**A small window of the routed layout**

Region (94, 64) to (119, 89) um. Cells in gray, sequential cells in the stronger gray; small squares are vias.
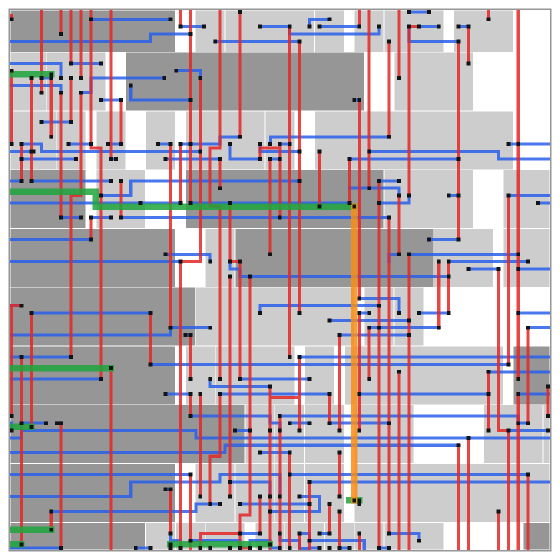
**Gate families picked out**

Drawn at 2 px/um.
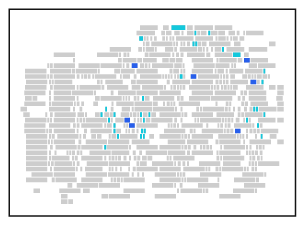
## src/rtl/uart_sched_pkg.sv

```systemverilog
// Shared types and defaults for the uart transmit scheduler.
// FSM state encodings and the default FIFO depth.
package uart_sched_pkg;

  localparam int unsigned DEPTH_LOG2_DEF = 4;

  typedef enum logic [1:0] {
    ST_IDLE = 2'd0,
    ST_SEND = 2'd1,
    ST_WAIT = 2'd2
  } tx_state_e;

endpackage

```

## src/rtl/uart_tx_sched_sync_fifo.sv

```systemverilog
// Generic single-clock FIFO with registered count/full/empty; pushes while full
// and pops while empty are ignored. Pointers wrap modulo 2^DEPTH_LOG2.
module sync_fifo #(
  parameter int unsigned WIDTH      = 8,
  parameter int unsigned DEPTH_LOG2 = 4
) (
  input  logic                  clk,
  input  logic                  rst_n,
  input  logic                  push,
  input  logic [WIDTH-1:0]      push_data,
  input  logic                  pop,
  output logic [WIDTH-1:0]      head,
  output logic [DEPTH_LOG2:0]   count,
  output logic                  full,
  output logic                  empty
);

  localparam int unsigned DEPTH = 2 ** DEPTH_LOG2;
  localparam logic [DEPTH_LOG2:0] FULL_COUNT = {1'b1, {DEPTH_LOG2{1'b0}}};

  logic [WIDTH-1:0]      mem [DEPTH];
  logic [DEPTH_LOG2-1:0] wr_ptr;
  logic [DEPTH_LOG2-1:0] rd_ptr;
  logic [DEPTH_LOG2:0]   count_next;
  logic                  push_ok;
  logic                  pop_ok;

  // Acceptance is judged on the pre-edge occupancy only.
  assign push_ok = push && !full;
  assign pop_ok  = pop && !empty;
  assign head    = mem[rd_ptr];

  always_comb begin
    count_next = count;
    if (push_ok && !pop_ok)
      count_next = count + (DEPTH_LOG2 + 1)'(1);
    else if (!push_ok && pop_ok)
      count_next = count - (DEPTH_LOG2 + 1)'(1);
  end

  always_ff @(posedge clk) begin
    if (push_ok)
      mem[wr_ptr] <= push_data;
  end

  always_ff @(posedge clk or negedge rst_n) begin
    if (!rst_n) begin
      wr_ptr <= '0;
      rd_ptr <= '0;
      count  <= '0;
      full   <= 1'b0;
      empty  <= 1'b1;
    end else begin
      if (push_ok)
        wr_ptr <= wr_ptr + DEPTH_LOG2'(1);
      if (pop_ok)
        rd_ptr <= rd_ptr + DEPTH_LOG2'(1);
      count <= count_next;
      full  <= (count_next == FULL_COUNT);
      empty <= (count_next == '0);
    end
  end

endmodule

```

## src/rtl/uart_tx_sched.sv

```systemverilog
// Queues CPU bytes for the uart and keeps exactly one byte in flight.
// Optional RX echo path enabled by defining UART_TX_ECHO_EN.
module uart_tx_sched
  import uart_sched_pkg::*;
#(
  parameter int unsigned DEPTH_LOG2 = DEPTH_LOG2_DEF
) (
  input  logic                  clk,
  input  logic                  rst,
  input  logic                  wr,
  input  logic [7:0]            wr_data,
  output logic                  full,
  output logic                  empty,
  output logic [DEPTH_LOG2:0]   count,
  output logic                  overflow,
  input  logic                  clr_ovf,
  input  logic [7:0]            rx_data,
  input  logic                  rx_done,
  output logic [7:0]            tx_data,
  output logic                  tx_wr,
  input  logic                  tx_done
);

  tx_state_e  state;
  logic       push_req;
  logic [7:0] push_byte;
  logic       fifo_pop;
  logic [7:0] fifo_head;
  logic       ovf_set;

`ifdef UART_TX_ECHO_EN
  logic       hold_valid;
  logic [7:0] hold_data;
  logic       hold_drain;
  logic       echo_drop;

  // The hold register leaves on any cycle without a CPU write, whether the
  // FIFO accepts it or drops it as full.
  assign hold_drain = hold_valid && !wr;
  assign echo_drop  = rx_done && hold_valid && !hold_drain;
  assign push_req   = wr || hold_valid;
  assign push_byte  = wr ? wr_data : hold_data;
  assign ovf_set    = (push_req && full) || echo_drop;

  always_ff @(posedge clk or negedge rst) begin
    if (!rst) begin
      hold_valid <= 1'b0;
      hold_data  <= '0;
    end else if (rx_done && !echo_drop) begin
      hold_valid <= 1'b1;
      hold_data  <= rx_data;
    end else if (hold_drain) begin
      hold_valid <= 1'b0;
    end
  end
`else
  logic unused_rx;

  assign unused_rx = ^{rx_data, rx_done};
  assign push_req  = wr;
  assign push_byte = wr_data;
  assign ovf_set   = push_req && full;
`endif

  assign fifo_pop = (state == ST_IDLE) && !empty;

  sync_fifo #(
    .WIDTH      (8),
    .DEPTH_LOG2 (DEPTH_LOG2)
  ) u_fifo (
    .clk       (clk),
    .rst_n     (rst),
    .push      (push_req),
    .push_data (push_byte),
    .pop       (fifo_pop),
    .head      (fifo_head),
    .count     (count),
    .full      (full),
    .empty     (empty)
  );

  always_ff @(posedge clk or negedge rst) begin
    if (!rst)
      overflow <= 1'b0;
    else if (ovf_set)
      overflow <= 1'b1;
    else if (clr_ovf)
      overflow <= 1'b0;
  end

  always_ff @(posedge clk or negedge rst) begin
    if (!rst) begin
      state   <= ST_IDLE;
      tx_wr   <= 1'b0;
      tx_data <= '0;
    end else begin
      tx_wr <= 1'b0;
      case (state)
        ST_IDLE: begin
          if (!empty) begin
            tx_data <= fifo_head;
            tx_wr   <= 1'b1;
            state   <= ST_SEND;
          end
        end
        ST_SEND: state <= ST_WAIT;
        ST_WAIT: if (tx_done) state <= ST_IDLE;
        default: state <= ST_IDLE;
      endcase
    end
  end

endmodule

```

## config.mk

```make
export PLATFORM = sky130hd
export DESIGN_NAME = uart_tx_sched
export DESIGN_NICKNAME = d
export VERILOG_FILES = /design/src/rtl/uart_sched_pkg.sv /design/src/rtl/uart_tx_sched_sync_fifo.sv /design/src/rtl/uart_tx_sched.sv
export SDC_FILE = /design/constraint.sdc
export NUM_CORES = 1
export LEC_CHECK = 0
export ABC_AREA = 1
export CAP_MARGIN = 20
export CORE_ASPECT_RATIO = 0.7
export CORE_MARGIN = 5
export CORE_UTILIZATION = 53
export CTS_CLUSTER_SIZE = 24
export DETAILED_ROUTE_END_ITERATION = 10
export PLACE_DENSITY = 0.82
export SYNTH_ARGS = -nofsm -noshare
export SYNTH_HDL_FRONTEND = slang
export SYNTH_SLANG_ARGS = --single-unit
```

## constraint.sdc

```tcl
create_clock -name clk -period 1.8 [get_ports clk]
set_clock_uncertainty 0.15 [all_clocks]
set_input_delay 0.18 -clock clk [delete_from_list [all_inputs] [get_ports clk]]
set_output_delay 0.18 -clock clk [all_outputs]
set_load 0.02 [all_outputs]
```

==> impl_metrics.tcl <==
# implementation run metrics
set metrics [dict create \
    status "complete, but fails checks" \
    violations "hold timing" \
    cts.hold.buffers_added 0 \
    seq_cell_count 155 \
    netlist_top_cells_count "nand2_1, edfxtp_1, nand3_1" \
    syn_inst 571 \
    drc_errors 0 \
    p_per_area_mw_per_mm2 1720 \
    min_period_ns 1.75 \
    crit_path_max_incr_delay_ns 0.62 \
    yosys_warnings 0 \
    crit_required_ns 1.47 \
    comb_area_share_pct 22.6 \
    routed.top_layer "met4" \
    use_met1_pct 30.5 \
    dp.cells 764 \
    synthesis.nets 600 \
    fa_ha_area_share_pct 1.35 \
    dieArea_mm2 0.0146 \
    synth_area_mm2 0.00650 \
    syn_to_final_growth_pct 19.2 \
    fp-utilization_pct 54.8 \
    regArea_mm2 0.00452 \
    worstSetupEndpoint "full" \
    path_clk_slew_ns 0.06 \
    worstPathCellList "clkdlybuf4s50_1" \
    logic_area_mm2 0.00175 \
    pre_cts_ws_ns -0.0904 \
    rsz0062_at_grt "true" \
    wl_met3_mm 1.50 \
    numCtsBuffers 17 \
    finalHoldViolCount 5 \
    maxCapViolations 0 \
    yosys_most_used_dff "edfxtp_1" \
    switching_share_pct 37.5 \
    hold_path_class "input port to asynchronous set/reset pin" \
    warning_count 41 \
    setup_viol 0 \
    grt_pass1_wl_mm 23.7 \
    io_pins 39 \
    powerSeq_w 0.00486 \
    seq_area_share_pct 58.4 \
    cp_top_family "buffers and inverters" \
    wl_met1_mm 6.42 \
    fin_cells 796 \
    finalCritPeriodShare_pct 97.0 \
    topCombFamilyByArea "simple AND/OR/NAND/NOR gates" \
    place.gp.congestion 0.882 \
    setup_tns_ns 0 \
    synth_seq_share_pct 69.6 \
    timing.rr.end "tx_data[1]" \
    grt_pass1_vias 4446 \
    met3_usage_pct 5.89 \
    grt_start_max_net_pins 44 \
    vias 4571 \
    r2r-start "u_fifo.rd_ptr[0]" \
    cp_max_fo 3 \
    start_kind "register" \
    utilization_pct 65.4 \
    layout_setup_ws_ns 0.0536 \
    comb_power_share_pct 37.6 \
    synthXorXnorAreaFrac_pct 0.944 \
    placed_area_mm2 0.00713 \
    cp.depth 1 \
    htreeDepth 4 \
    clock.fmax_mhz 573 \
    top_area_share_pct 59.2 \
    num_rows 33 \
    worst_pin_slew_ns 0.758 \
    fp.dieH_um 103 \
    power_clock_w 0.00347 \
    first_pass_iters 8 \
    post_route_cells_drive_above_1_share_pct 13.0 \
    wire_per_inst_um 19.3 \
    seqPwrFrac_pct 36.4 \
    internal_power_w 0.00835 \
    globalRouteTotalUtil_pct 22.0 \
    topCellsByArea "edfxtp_1, nand2_1, dfrtp_1, nand3_1, nor2_1" \
    post_cts_buffers 0 \
    yosysMostFrequentCell "nand2_1" \
    p_switching_w 0.00500 \
    antenna_found_initial 0 \
    signal_buffers 65 \
    core_mm2 0.0119 \
    clock_area_share_pct 7.28 \
    inv_count 23 \
    r2r_setup_slack_ns 0.09 \
    cp_num_buf_inv 1 \
    routed_via_density 5.74 \
    io_buffers 29 \
    gr-max-usage-layer "met2" \
    synth-edff-count 128 \
    largest_class "flip-flops and latches" \
    simple_gate_share_pct 22.5 \
    nets 656 \
    wl_met2_mm 7.29 \
    clkbuf_count 20 \
    report.power.total_w 0.0133 \
    ys_sh_mux_pct 0 \
    diodes 0 \
    hold_ws_ns -0.00174 \
    grt_overflow 0 \
    slew_headroom_pct 49.3 \
    drtIter0Drc 568 \
    top_area_cell "edfxtp_1" \
    ir_worst_vdd_mv 1.05 \
    cts_root_buf "clkbuf_16" \
    synth_cell_type_count 29 \
]
About 'a small window of the routed layout':
Red stands for met2. Blue stands for met1. Green stands for met3. Orange stands for met4.
Most frequent: nand2_1 (7), edfxtp_1 (6). 48 logic cells have their middle in the window. Netlist names of flops here include u_fifo.mem (6), state (2). Sequential cells in the window: 9.

About 'gate families picked out':
Blue stands for XOR/XNOR gates, cells 7. Cyan stands for NOR gates, cells 33.

[state kept, by name (all words and copies together), names as in the netlist]
name and cells:
state 2, overflow 1, u_fifo.wr_ptr 4, u_fifo.full 1, u_fifo.empty 1, u_fifo.rd_ptr 4, u_fifo.mem 128, u_fifo.count 5
tx_data 8, tx_wr 1
[layout by cell type, fill, tap and decap left out, drive strengths merged, types with 10 or more instances in the layout]
cell type / netlist / final
nand2: 182 / 182
clkinv: 2 / 10
clkbuf: 5 / 21
nand3: 108 / 108
buf: 23 / 35
edfxtp: 128 / 128
nor2: 32 / 32
clkdlybuf4s50: 0 / 23
dfrtp: 26 / 26
a21oi: 18 / 18
inv: 21 / 21
[timing repair]
item / CTS / global route
pin swaps: 0 / 1
setup endpoints to repair: 6 / 7
gates cloned: 0 / 1
resized: 6 / 7
